$ cat config.mk
export PLATFORM = sky130hd
export DESIGN_NAME = mul32_iter
export DESIGN_NICKNAME = d
export VERILOG_FILES = /design/src/rtl/mul_pkg.sv /design/src/rtl/mul32_iter_mul16.sv /design/src/rtl/mul32_iter.sv
export SDC_FILE = /design/constraint.sdc
export NUM_CORES = 1
export LEC_CHECK = 0
export ABC_CLOCK_PERIOD_IN_PS = 9200
export CORE_MARGIN = 2
export CORE_UTILIZATION = 47
export DETAILED_ROUTE_END_ITERATION = 10
export GPL_TIMING_DRIVEN = 0
export PLACE_DENSITY = 0.67
export SYNTH_ARGS = -nofsm -noshare
export SYNTH_HDL_FRONTEND = slang
export SYNTH_SLANG_ARGS = --single-unit
$ cat constraint.sdc
create_clock -name clk -period 9.2 [get_ports clk]
set_clock_uncertainty 0.1 [all_clocks]
set_input_delay 1.84 -clock clk [delete_from_list [all_inputs] [get_ports clk]]
set_output_delay 1.84 -clock clk [all_outputs]
set_load 0.1 [all_outputs]
$ cat src/rtl/mul_pkg.sv
`timescale 1ns/1ps
// Shared encodings for the iterative 32x32 multiplier: RV32M op codes,
// control FSM states and the partial-product step sequence.
package mul_pkg;

  // RV32M multiply op select
  localparam logic [1:0] MUL_OP_MUL    = 2'b00;
  localparam logic [1:0] MUL_OP_MULH   = 2'b01;
  localparam logic [1:0] MUL_OP_MULHSU = 2'b10;
  localparam logic [1:0] MUL_OP_MULHU  = 2'b11;

  // Control FSM states
  typedef enum logic [1:0] {
    ST_IDLE = 2'b00,
    ST_CALC = 2'b01,
    ST_DONE = 2'b10
  } state_e;

  // Half-pair sequence: low/high half of a times low/high half of b
  localparam logic [1:0] STEP_LL = 2'd0;
  localparam logic [1:0] STEP_LH = 2'd1;
  localparam logic [1:0] STEP_HL = 2'd2;
  localparam logic [1:0] STEP_HH = 2'd3;

endpackage

$ cat src/rtl/mul32_iter_mul16.sv
`timescale 1ns/1ps
// Combinational 16x16 multiplier with per-operand signedness. Each operand
// is widened to 17 bits (sign or zero bit) so one signed multiply covers
// all four signedness combinations; the low 32 bits hold the exact product.
// clk/rst_n exist only for port compatibility and do not affect the result.
module Mul_16x16 (
  input  logic        clk,
  input  logic        rst_n,
  input  logic [15:0] src1,
  input  logic [15:0] src2,
  input  logic        sign1,
  input  logic        sign2,
  output logic [31:0] result
);

  logic signed [16:0] op1;
  logic signed [16:0] op2;
  logic signed [33:0] full;
  logic [2:0]         unused_bits;

  assign op1    = {sign1 & src1[15], src1};
  assign op2    = {sign2 & src2[15], src2};
  assign full   = op1 * op2;
  assign result = full[31:0];

  // Top two product bits are redundant for 16-bit inputs; clock/reset are idle.
  assign unused_bits = {clk ^ rst_n, full[33:32]};

endmodule

$ cat src/rtl/mul32_iter.sv
`timescale 1ns/1ps
// Iterative 32x32 RV32M multiplier. One 16x16 product per cycle is
// extended, shifted and accumulated into a 64-bit register; MUL stops
// after three steps because the high-half product cannot reach bits 31:0.
//
// Handshakes: a request transfers on a rising edge where in_valid and
// in_ready are both high; a result transfers on a rising edge where
// out_valid and out_ready are both high. out_valid/result stay stable
// until that transfer, and kill drops an operation without raising
// (or while holding) out_valid.
module mul32_iter
  import mul_pkg::*;
(
  input  logic        clk,
  input  logic        rst,
  input  logic        kill,
  input  logic        in_valid,
  output logic        in_ready,
  input  logic [1:0]  op,
  input  logic [31:0] src_a,
  input  logic [31:0] src_b,
  output logic        out_valid,
  input  logic        out_ready,
  output logic [31:0] result,
  output logic        busy
);

  state_e      state_q, state_d;
  logic [1:0]  step_q, step_d;
  logic [63:0] acc_q, acc_d;
  logic [31:0] result_q, result_d;
  logic [31:0] a_q, a_d;
  logic [31:0] b_q, b_d;
  logic [1:0]  op_q, op_d;
  logic        sa_q, sa_d;
  logic        sb_q, sb_d;

  logic [15:0] m_src1, m_src2;
  logic        m_sign1, m_sign2;
  logic [31:0] m_prod;
  logic [63:0] part;
  logic [63:0] addend;
  logic [63:0] acc_sum;
  logic        last_step;

  Mul_16x16 u_mul16 (
    .clk    (clk),
    .rst_n  (~rst),
    .src1   (m_src1),
    .src2   (m_src2),
    .sign1  (m_sign1),
    .sign2  (m_sign2),
    .result (m_prod)
  );

  // Select the half-pair for this step and align its extended product.
  always_comb begin
    m_src1  = a_q[15:0];
    m_src2  = b_q[15:0];
    m_sign1 = 1'b0;
    m_sign2 = 1'b0;
    addend  = '0;
    case (step_q)
      STEP_LL: begin
        m_src1 = a_q[15:0];
        m_src2 = b_q[15:0];
      end
      STEP_LH: begin
        m_src1  = a_q[15:0];
        m_src2  = b_q[31:16];
        m_sign2 = sb_q;
      end
      STEP_HL: begin
        m_src1  = a_q[31:16];
        m_src2  = b_q[15:0];
        m_sign1 = sa_q;
      end
      default: begin
        m_src1  = a_q[31:16];
        m_src2  = b_q[31:16];
        m_sign1 = sa_q;
        m_sign2 = sb_q;
      end
    endcase
    // A product is signed whenever either half was treated as signed.
    part = {{32{(m_sign1 | m_sign2) & m_prod[31]}}, m_prod};
    case (step_q)
      STEP_LL:          addend = part;
      STEP_LH, STEP_HL: addend = part << 16;
      default:          addend = part << 32;
    endcase
    acc_sum   = acc_q + addend;
    last_step = (step_q == STEP_HH) ||
                ((op_q == MUL_OP_MUL) && (step_q == STEP_HL));
  end

  // Next-state logic for the control FSM and datapath registers.
  always_comb begin
    state_d  = state_q;
    step_d   = step_q;
    acc_d    = acc_q;
    result_d = result_q;
    a_d      = a_q;
    b_d      = b_q;
    op_d     = op_q;
    sa_d     = sa_q;
    sb_d     = sb_q;
    case (state_q)
      ST_IDLE: begin
        if (in_valid && !kill) begin
          a_d     = src_a;
          b_d     = src_b;
          op_d    = op;
          sa_d    = (op == MUL_OP_MULH) || (op == MUL_OP_MULHSU);
          sb_d    = (op == MUL_OP_MULH);
          acc_d   = '0;
          step_d  = STEP_LL;
          state_d = ST_CALC;
        end
      end
      ST_CALC: begin
        if (kill) begin
          state_d = ST_IDLE;
        end else begin
          acc_d  = acc_sum;
          step_d = step_q + 2'd1;
          if (last_step) begin
            state_d  = ST_DONE;
            result_d = (op_q == MUL_OP_MUL) ? acc_sum[31:0] : acc_sum[63:32];
          end
        end
      end
      ST_DONE: begin
        if (kill || out_ready) begin
          state_d = ST_IDLE;
        end
      end
      default: state_d = ST_IDLE;
    endcase
  end

  // State and datapath registers.
  always_ff @(posedge clk or posedge rst) begin
    if (rst) begin
      state_q  <= ST_IDLE;
      step_q   <= STEP_LL;
      acc_q    <= '0;
      result_q <= '0;
      a_q      <= '0;
      b_q      <= '0;
      op_q     <= MUL_OP_MUL;
      sa_q     <= 1'b0;
      sb_q     <= 1'b0;
    end else begin
      state_q  <= state_d;
      step_q   <= step_d;
      acc_q    <= acc_d;
      result_q <= result_d;
      a_q      <= a_d;
      b_q      <= b_d;
      op_q     <= op_d;
      sa_q     <= sa_d;
      sb_q     <= sb_d;
    end
  end

  assign in_ready  = (state_q == ST_IDLE);
  assign out_valid = (state_q == ST_DONE);
  assign busy      = (state_q != ST_IDLE);
  assign result    = result_q;

endmodule

==> run summary, run 1 <==
Implementation results

The post-detailed-route wirelength per cell is 24.3 um. The highest clock rate is 101 MHz. The path type of the worst setup path is reg2reg. The slowest cell on the critical path is fa_2.

In the final report, the number of hold violations comes to 0. The first routing iteration left 1627 violations. The number of levels the H-tree was split into is 4.

STA puts the critical path data arrival time at between 10 and 15 ns. At the floorplan stage, the core utilization is reported as 0.478. Buffers inserted during clock tree synthesis total 17.

The tally of unique sky130hd cells used after synthesis is roughly 76. The yosys cell count is 2396. Max-slew check failures listed in the final report amount to 0.

In this design, the stage delay of the slowest critical-path cell is 0.57 ns. The overall fraction of global-route tracks in use is 0.338. For this run, the final setup violation count is recorded as 64. The via count of the first global-routing pass is slightly below 20000. The worst-case headroom to the max-slew limit is 0.224. The average vias per placed instance is 5.94.

The length of the first detailed-routing pass in iterations is 6. According to the hold report, the worst path is of the reg2reg type. The checks that failed: setup timing. In this run the cell area of the synthesized design comes to 21800 sq um. The type of origin of the critical path is a flop. The slew at the pin closest to its max-slew limit is 1.16 ns. The clock slew seen by the registers of the worst setup and hold paths is 0.08 ns.

Recorded from the global router log, the overflow total was 0. Sorting the synthesized cells by area gives the leading types as fa_1 26%, dfrtp_1 19%, ha_1 8.6%. In the final layout, the share of cells above drive strength 1 is 0.237. The hold-fix buffer count after cts is 0. Of the post-synthesis cell area, the dominant cell type holds 0.260. The slack of the critical path is -0.678 ns.

Of all nets on the critical path, the largest fanout is 7. Counting flops with a built-in enable in the synthesized netlist gives 0. The run finished, with violations left. Summing over every cut layer, the via total after detailed routing is 19600.

The first-pass GRT wire length is 119000 um. From left edge to right edge, the die measures 219 um. Nets still carrying antenna violations after routing amount to 0. The routability-driven placement congestion ratio is 0.967.

106 I/O pins were placed. Setup repair after global routing could not meet its margin everywhere. The number of max-cap violations is 0. Per the post-run analysis, buffers plus inverters along the critical path come to 7. Summed over all layers, the routed wires come to 80200 um. The accumulated negative setup slack is -23.22 ns. The final hold slack is roughly 0.38 ns. After floorplanning, the core was sized to cover approximately 46000 sq um.

The buffer_ports step reported a buffer count of 105. In the layout the commonest cells are 337 x inv_1, 268 x fa_1, 253 x nand2_1, 202 x nor2_1, 168 x dfrtp_1.

The OpenROAD warning count is 31. The site row count is ~78. The post-route utilization of the core is recorded as 0.614. The DRC violation count after routing is 0. The pre-CTS worst setup slack is -2.15 ns. The sum of net half-perimeters after detailed placement is approximately 60000 um. According to the finish report, the design has a final net count of 3189. The critical path capture point type is a flop.

The skew report gives the latency at the later pin of the worst-skew pair as 0.53 ns. On the critical path the largest part of the delay comes from adder cells.

The die height is 219 um. The chip occupies between 40000 and 50000 sq um.
## run 1: cell type report
type                       count  area [sq um]
timing repair buffer         275          2600
sequential                   168          4200
clock inverter                12          91.3
antenna                        1          2.50
multi-input combinational   1779         17800
inverter                     352          1330
fill                        3884         17600
buffer                        92           727
clock buffer                  20           447
tap                          600           751
## run 1: stage by stage
step	cell area, sq um	cells
6_report	28000	3299
5_1_grt	28000	3298
4_1_cts	26700	3240
3_5_place_dp	23800	3102
3_3_place_gp	23800	3101
2_1_floorplan	21900	2396
## run 1: worst min-delay path, stage by stage, from the launching register on
cell and delay [ns]:
dfrtp_1 0.34, nand2_1 0.05, nand2_1 0.05
## run 1: cell usage after synthesis (all sizes together) (60+ instances only)
master	number
inv	352
fa	283
nand2	267
nor2	217
dfrtp	168
ha	150
a21oi	133
mux2	96
o21ai	83
clkbuf	73
xnor2	63
a22o	60
## run 1: per-layer routing
layer / up-vias / part of all wire / track usage
met4: 0 / 0.029 / 0.124
li1: 8506 / - / -
met2: 864 / 0.44 / 0.495
met1: 10100 / 0.43 / 0.472
met3: 157 / 0.093 / 0.0990
met5: - / 0 / 0
## run 1: final timing paths
check / startpoint / to / slack (ns) / cells after the start
max: step_q[1] / result[29] / -0.68 / 38
min: result[12] / result[12] / 0.38 / 2
max reg2reg: step_q[1] / result[29] / -0.68 / 38
min reg2reg: result[12] / result[12] / 0.38 / 2
max in group asynchronous: rst / b_q[15] / 6.40 / 3
min in group asynchronous: rst / result[7] / 1.71 / 2
## run 1: registers in the layout (all words and copies together), names as in the netlist
register and cells:
state_q 2, b_q 32, op_q 2, acc_q 64, a_q 32, sa_q 1, result 32, step_q 2
sb_q 1
## run 1: cell families after synthesis
logic type | share of synthesized area
compound gates | 0.149
xor+xnor | 0.0390
fa+ha+maj | 0.346
buf+inv | 0.0807
flops | 0.193
mux | 0.0666
simple gates | 0.125
## run 1: timing repair
item,CTS,global route
gates cloned,6,1
pin swaps,78,111
endpoints found under the setup margin,81,80
buffers inserted,106,58
resized,308,168
**Run 1: metal 1**

Supply wires on this layer in grey.
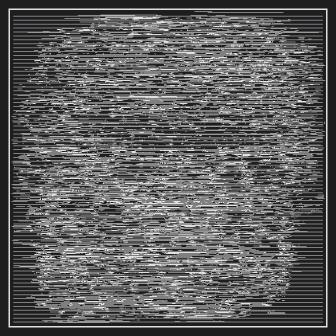
main direction	horizontal
longest straight run	85.1 um
wire length on this layer	34.7 mm

**Run 1: metal 2**

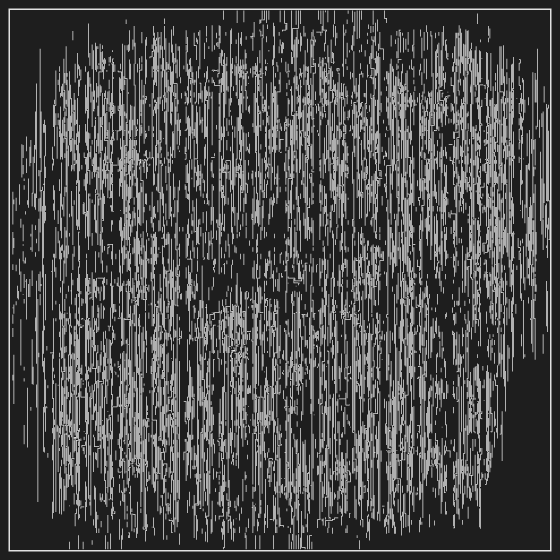
longest straight run	82.3 um
wire length on this layer	35.6 mm

**Run 1: signal wires on met3**

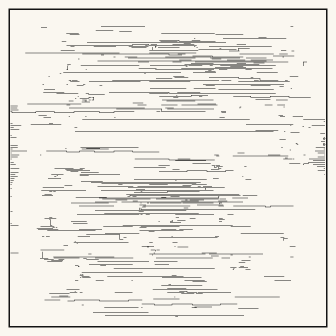
longest straight run	137 um
share of all routed wire	9.4%
main direction	horizontal

**Run 1: the clock network**

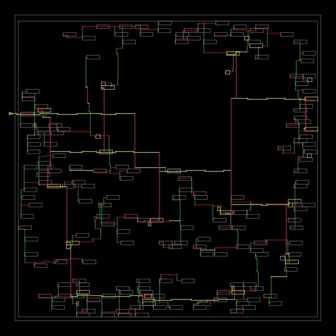

==> inputs of run 2 (changes only) <==
--- a/config.mk
+++ b/config.mk
@@ -11,6 +11,7 @@
 export DETAILED_ROUTE_END_ITERATION = 10
 export GPL_TIMING_DRIVEN = 0
 export PLACE_DENSITY = 0.67
+export SETUP_SLACK_MARGIN = 0.5
 export SYNTH_ARGS = -nofsm -noshare
 export SYNTH_HDL_FRONTEND = slang
 export SYNTH_SLANG_ARGS = --single-unit
==> constraint.sdc (replaced) <==
create_clock -name clk -period 9.2 [get_ports clk]
set_clock_uncertainty 0.1 [all_clocks]
set_input_delay 1.84 -clock clk [delete_from_list [all_inputs] [get_ports clk]]
set_output_delay 1.84 -clock clk [all_outputs]
set_load 0.02 [all_outputs]
**Run 2: the clock network**

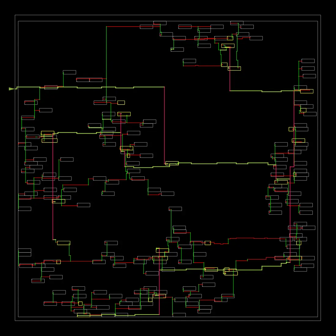
sink count of the clock tree: 168
Layout clock buffers: 18

**Run 2: metal 2**

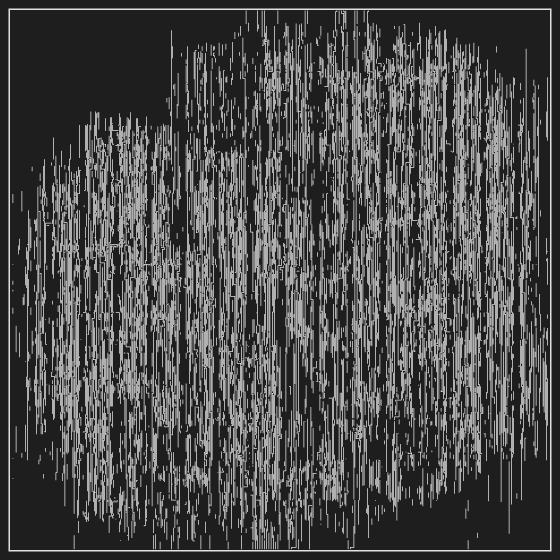
wire length on this layer	36.5 mm
longest straight run	95.9 um
main direction	vertical
share of all routed wire	46%
nets with wire on the layer	2851

**Run 2: met4 routing**

The bar under the picture is 50 um long. Supply wires on this layer in grey.
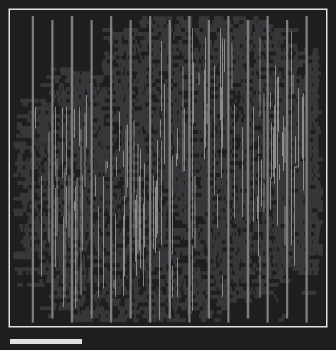
nets with wire on the layer	91
wire length on this layer	5040 um

==> run 2 against run 1 <==
Largest cell class unchanged; the run still ends with setup timing left; die area is the same; sequential share of layout area shrank 0.36 points; synthesized cell count is the same; register-to-register slack lost 0.12 ns; synthesized area is the same; non-clock buffer count grew 35; highest routed layer unchanged; fmax shrank 1.2%; global-route usage shrank 0.57 points; hold slack gained 0.012 ns; critical path depth grew 3; critical path type unchanged.
==> run summary, run 2 <==
Implementation results

The flow ran to the end, but the final reports show violations. The checks that failed: setup timing. The first-pass GRT wire length came to 119000 um (+0.20%).

Hold analysis lists the worst path endpoint as result[12]. The clock slew seen by the registers of the worst setup and hold paths is 0.08 ns (about the same). The cell depth of the worst min-delay path is 2 (unchanged).

Yosys attributes the largest share of cell area to fa_1 26%, dfrtp_1 19%, ha_1 8.6%. The area fraction in mux cells is 0.0666 (unchanged). The path depth of the worst reg2reg path was 41 (+7.9%).

The slack of the critical path is -0.802 ns (-0.124 ns). The type of the tightest min-delay check is reg2reg. Looking at the setup timing report, the critical path kind is reg2reg. The startpoint identified for the worst register-to-register timing path is step_q[1]. The sum of net half-perimeters after detailed placement is 58500 um (-4.3%). On the critical path, the stage with the largest delay is an instance of fa_1. The slack of the worst reg-to-reg path came to -0.80 ns (-0.12 ns). The post-layout net count is 3223 (+1.1%).

Looking at the reg2reg group, the worst path ends at result[31]. The area share of xor/xnor cells in the synthesized design was 0.0390 (unchanged). The DRC violation count after routing is 0 (unchanged). The highest clock rate was 100 MHz (-1.2%).

The total cell area at the placement stage is 24000 sq um (+0.94%). The worst hold path begins at result[12]. The site row count is 78 (unchanged). The final instance area is 28700 sq um (+2.5%). The area fraction in compound gates after synthesis came to 0.149 (unchanged). The number of placed I/O pins was 106 (unchanged). For reference, the top cells by count after synthesis are 352 x inv_1, 283 x fa_1, 266 x nand2_1. The slew at the pin closest to its max-slew limit is 1.13 ns (-0.0376 ns). The number of hold violations in the final report came to 0 (unchanged). The clock network latency to the later pin of the worst-skew pair came to 0.52 ns (about the same). The die height is 219 um (unchanged). The number of enable-type register cells in the synthesized netlist is 0 (unchanged). The data arrival at the endpoint of the critical path is 10.30 ns (+0.12 ns). The overall routed net length is 78700 um (-1.8%). The cell with the most instances after synthesis is inv_1. The fraction of synthesized cell area taken by the top area cell type is 0.260 (unchanged). The register with the most flip-flops in the final layout is acc_q. The top cell types in the final layout, fill and taps aside, are 327 x inv_1, 266 x fa_1, 241 x nand2_1, 201 x nor2_1, 168 x dfrtp_1. The number of max-slew violations in the final report is 0 (unchanged). The worst-case headroom to the max-slew limit is 0.249 (+0.0251). The aggregate global routing overflow is 0 (unchanged).

The post-detailed-route wirelength per cell is 23.6 um (-2.8%). The number of buffers added by the clock tree synthesis step was 17 (unchanged). The largest delay contributor family on the critical path is adder cells. The remaining number of nets flagged by the antenna check after routing came to 0 (unchanged). For reference, the top logic cell family by area is adder cells. The share of cells above drive strength 1 came to 0.262 (+0.0252). The total core area is 45600 sq um (unchanged). The OpenROAD warning count is 34 (+9.7%). STA classifies the critical path endpoint as a flop.

The worst path buffer plus inverter count is 11 (+4). The tally of unique sky130hd cells used after synthesis is 76 (unchanged). The yosys cell count came to 2396 (unchanged). The final setup violation count is 64 (unchanged).

The delay of the slowest cell on the worst path is 0.54 ns (-0.03 ns). The number of max-cap violations is 0 (unchanged). The DRC violation total after the first TritonRoute iteration is 1812 (+11%). The overall die area was 48100 sq um (unchanged). The utilization of the core after routing is 0.629 (+0.0151). The cell area after synthesis was 21800 sq um (unchanged). The type of origin of the critical path is a flop. The port buffer count is 105 (unchanged).

The flip-flop count of the largest register, all copies and words added is 64 (unchanged). The post-synthesis simple-gate area fraction is 0.125 (unchanged). The number of vias in the routed layout is 19600 (-0.041%). The average vias per placed instance is 5.88 (-1.0%). The via count of the first global-routing pass is 20100 (+2.7%). Setup repair after global routing could not meet its margin everywhere.
[run 2: layout make-up]
class	instances	area (sq um)
inverter	352	1330
timing repair buffer	303	2870
clock inverter	14	164
multi-input combinational	1778	18100
tap	600	751
buffer	99	777
sequential	168	4200
clock buffer	18	439
fill	3710	16900
[run 2: how the worst max path moves through the flow]
stage / from / to / cells past startpoint
4_1_cts: step_q[0] / result[28] / 41
6_report: step_q[1] / result[31] / 41
3_3_place_gp: step_q[0] / result[28] / 40
3_5_place_dp: step_q[0] / result[28] / 40
5_1_grt: step_q[0] / result[29] / 43
2_1_floorplan: step_q[0] / result[29] / 38
[run 2: cell families (layout without fill, tap and decap cells)]
family                     after synthesis  after routing
AOI/OAI and AO/OA                      482            482
xor gates and xnor gates                97             97
adders and majority gates              433            433
buffers and inverters                  451            786
DFF                                    168            168
muxes                                  133            134
and+or+nand+nor                        632            632
[run 2: through the flow]
step           TNS, ns  setup WS, ns  instances  hold WS (ns)
6_report        -31.54        -0.802       3332         0.387
5_1_grt         -47.65         -1.01       3332         0.409
4_1_cts         -23.55        -0.690       3263         0.384
3_5_place_dp   -104.14         -1.93       3102         0.355
3_3_place_gp    -99.34         -1.91       3101         0.353
2_1_floorplan        0         0.295       2396         0.354
[run 2: repair_timing]
action                     CTS  global route
cloned                       2             1
buffers inserted           127            68
pin swaps                  145           116
setup endpoints to repair   82            80
hold buffers                 0             0
resized                    364           133
[run 2: routing by layer]
metal,up-vias,global-route usage,routed length [um]
met5,-,0,0
met4,0,0.199,5040
met3,233,0.0621,5890
met2,922,0.521,36500
met1,9870,0.427,31200
li1,8551,-,-
[run 2: worst reg2reg max path: cells and delay by family (launching register included)]
family | cells | cell delay, ns
adder cells (fa/ha/maj) | 9 | 3.73
AND-OR/OR-AND | 9 | 1.91
AND/OR/NAND/NOR | 9 | 1.66
buffers and inverters | 11 | 1.07
multiplexers | 2 | 0.68
flip-flops | 1 | 0.41
XOR/XNOR | 1 | 0.29
**Run 2: signal wires on met3**

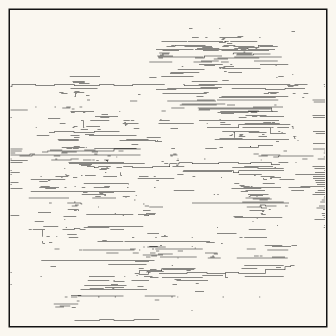

==> inputs of run 3 (changes only) <==
--- a/config.mk
+++ b/config.mk
@@ -7,10 +7,10 @@
 export LEC_CHECK = 0
 export ABC_CLOCK_PERIOD_IN_PS = 9200
 export CORE_MARGIN = 2
-export CORE_UTILIZATION = 47
+export CORE_UTILIZATION = 57
 export DETAILED_ROUTE_END_ITERATION = 10
 export GPL_TIMING_DRIVEN = 0
-export PLACE_DENSITY = 0.67
+export PLACE_DENSITY = 0.79
 export SETUP_SLACK_MARGIN = 0.5
 export SYNTH_ARGS = -nofsm -noshare
 export SYNTH_HDL_FRONTEND = slang
**Run 3: signal wires on met3**

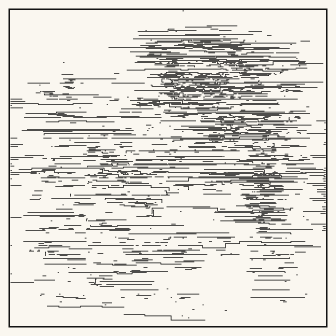
longest straight run	84.9 um
main direction	horizontal

**Run 3: the clock network**

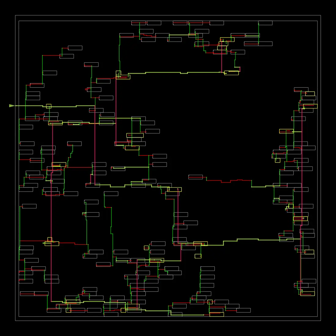
Layout clock buffers: 17
CTS buffer count: 17
flop count: 168
Insertion Delay late pin: 0.53 ns

==> run 3 against run 2 <==
The run still ends with setup timing left; worst setup slack worse by 0.26 ns; non-clock buffer count is 33 higher; utilization increased by 14 points; synthesized cell count unchanged; sequential cell count did not move; wire length up 11%; design area is 1.6% higher; count of clock-buffer cells in the layout fell by 1; critical endpoint is now result[27]; largest cell class unchanged.
==> run summary, run 3 <==
Implementation results

The number of max-cap violations is 0 (unchanged). The number of nets at floorplan is 2900. The most frequently used library cell after synthesis is inv_1. The number of max-slew violations in the final report is 0 (unchanged). The top cell types in the final layout, fill and taps aside, are 326 x inv_1, 268 x fa_1, 242 x nand2_1, 197 x nor2_1, 178 x buf_4.

The DRC violation count after routing came to 0 (unchanged). The cell area after synthesis is 21800 sq um (unchanged). The final setup violation count is 70 (+9.4%). The number of enable-type register cells in the synthesized netlist is 0 (unchanged). The clock slew seen by the registers of the worst setup and hold paths came to 0.09 ns (about the same).

The post-route clock period utilization is 1.12. The overall routed net length was 87200 um (+11%). The final instance area came to 29100 sq um (+1.6%).

The total cell area at the placement stage is 23900 sq um (-0.46%). The data arrival at the endpoint of the critical path is 10.57 ns (+0.27 ns). The final hold slack is 0.387 ns (-0.000526 ns).

The tally of unique sky130hd cells used after synthesis is 76 (unchanged). The worst setup path is captured at a flop. The yosys cell count was 2396 (unchanged).

The effective utilization at floorplan is 0.578. The via count of the first global-routing pass is 21100 (+5.0%). The OpenROAD warning count is 32 (-5.9%). The post-detailed-route wirelength per cell is 26.6 um (+13%). The slack of the critical path is -1.06 ns (-0.262 ns). The total core area is 37700 sq um (-17%). The post-layout net count is 3255 (+0.99%). The hold-fix buffer count after cts is 0 (unchanged). The synthesis report lists the most area-consuming cells as fa_1 26%, dfrtp_1 19%, ha_1 8.6%. After synthesis, the mean cell area works out to approximately 9.1 sq um.

The number of clock sinks seen by CTS is 168 (unchanged). The path type of the worst setup path is reg2reg.

The final reports fail on setup timing. The flow ran to the end, but the final reports show violations. The share of cells above drive strength 1 was 0.277 (+0.0151). The type of the tightest min-delay check is reg2reg.

The overall die area came to 39800 sq um (-17%). In the global route stage, overall resource usage came out at 0.425. Per the cell usage report, the commonest logic cell in the layout is inv_1. After synthesis, the most frequently instantiated cells are 352 x inv_1, 283 x fa_1, 266 x nand2_1. The number of placed I/O pins came to 106 (unchanged). The DRC violation total after the first TritonRoute iteration came to 2252 (+24%). Setup repair after global routing could not meet its margin everywhere. The cell total after placement is 3013 (-2.9%).

The pre-CTS worst setup slack is -1.78 ns (+0.143 ns). The register bank with the most flops is acc_q. The yosys stat chip area is 21800 sq um.

The register bit total from synthesis is ~170. The root buffer cell is clkbuf_16.

The aggregate global routing overflow was 0 (unchanged). The CTS tree is done. The horizontal die dimension is ~200 um.

The cell type that accounts for the most area after synthesis is fa_1. The average vias per placed instance is 6.44 (+9.6%). The worst-case headroom to the max-slew limit is 0.155 (-0.0938).

The critical path's slowest stage uses the library cell mux2i_2. The number of vias in the routed layout is 21100 (+7.8%). The port buffer count is 105 (unchanged). The highest clock rate is 97.4 MHz (-2.6%). The utilization of the core after routing is 0.773 (+0.144). The dominant register cell is dfrtp_1. The accumulated negative setup slack is -48.85 ns (-17.31 ns).

The remaining number of nets flagged by the antenna check after routing is 0 (unchanged). The type of origin of the critical path is a flop. The slew at the pin closest to its max-slew limit is 1.27 ns (+0.141 ns). The die height was 199 um (-9.0%).

The flip-flop count of the largest register, all copies and words added is 64 (unchanged). The number of hold violations in the final report is 0 (unchanged). The number of standard cells in the layout, taps in and fillers out is 3279 (-1.6%).

The delay of the slowest cell on the worst path is 0.67 ns (+0.13 ns). The number of filler cells placed in the layout was 2293 (-38%). The fraction of synthesized cell area taken by the top area cell type is 0.260 (unchanged). The first-pass GRT wire length is 124000 um (+4.1%).

The sum of net half-perimeters after detailed placement was 57500 um (-1.6%). The site row count is 71 (-9.0%). Entering global routing, the biggest net connects 87 pins.
**Run 3: metal 1**

Supply wires on this layer in grey.
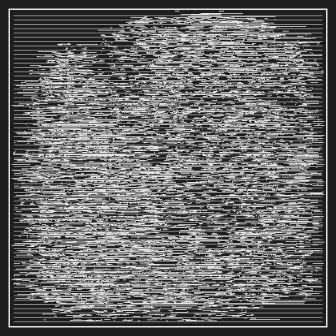
nets with wire on the layer	3101
main direction	horizontal
share of all routed wire	34%
longest straight run	58.4 um

run 3: area by class of cell:
class / count / area (sq um) / share of cell area
antenna: 4 / 10.0 / 0.000344
buffer: 99 / 786 / 0.0270
clock buffer: 17 / 425 / 0.0146
clock inverter: 15 / 183 / 0.00627
inverter: 352 / 1340 / 0.0459
multi-input combinational: 1777 / 18300 / 0.628
sequential: 168 / 4200 / 0.144
tap: 511 / 639 / 0.0220
timing repair buffer: 336 / 3250 / 0.111
run 3: cell families (layout without fill, tap and decap cells):
family	after synthesis	in the layout	synth area share
flip-flops	168	168	0.193
buffers and inverters	451	819	0.0807
multiplexers	133	133	0.0666
AND-OR/OR-AND	482	482	0.149
other	0	4	0
XOR/XNOR	97	97	0.0390
AND/OR/NAND/NOR	632	632	0.125
adder cells (fa/ha/maj)	433	433	0.346
run 3: timing repair:
item,4_1_cts,5_1_grt
pin swaps,103,89
endpoints found under the setup margin,82,82
setup buffers,151,74
gates cloned,3,2
resized,345,216
run 3: layer usage:
metal  part of all wire  vias to the layer above  global-route usage  routed length, um
met3               0.12                      584               0.126              10600
met4               0.11                        2               0.360               9290
met5            0.00079                        -                   0                 69
met2               0.43                     1647               0.630              37800
met1               0.34                    10200               0.507              29400
li1                   -                     8633                   -                  -
run 3: critical path, delay by kind of cell, from the launching register on:
family | cells | cell delay, ns
and+or+nand+nor | 6 | 0.98
muxes | 2 | 1.02
DFF | 1 | 0.42
adders and majority gates | 9 | 3.90
AOI/OAI and AO/OA | 10 | 2.06
buffers and inverters | 12 | 1.61
run 3: final timing paths:
check | from | endpoint | slack [ns] | cells after the start
worst max register to register | step_q[1] | result[27] | -1.06 | 39
worst max-delay path | step_q[1] | result[27] | -1.06 | 39
worst min-delay path | result[12] | result[12] | 0.39 | 2
min in group asynchronous | rst | b_q[1] | 1.73 | 2
max in group asynchronous | rst | a_q[22] | 6.38 | 3
worst min register to register | result[12] | result[12] | 0.39 | 2
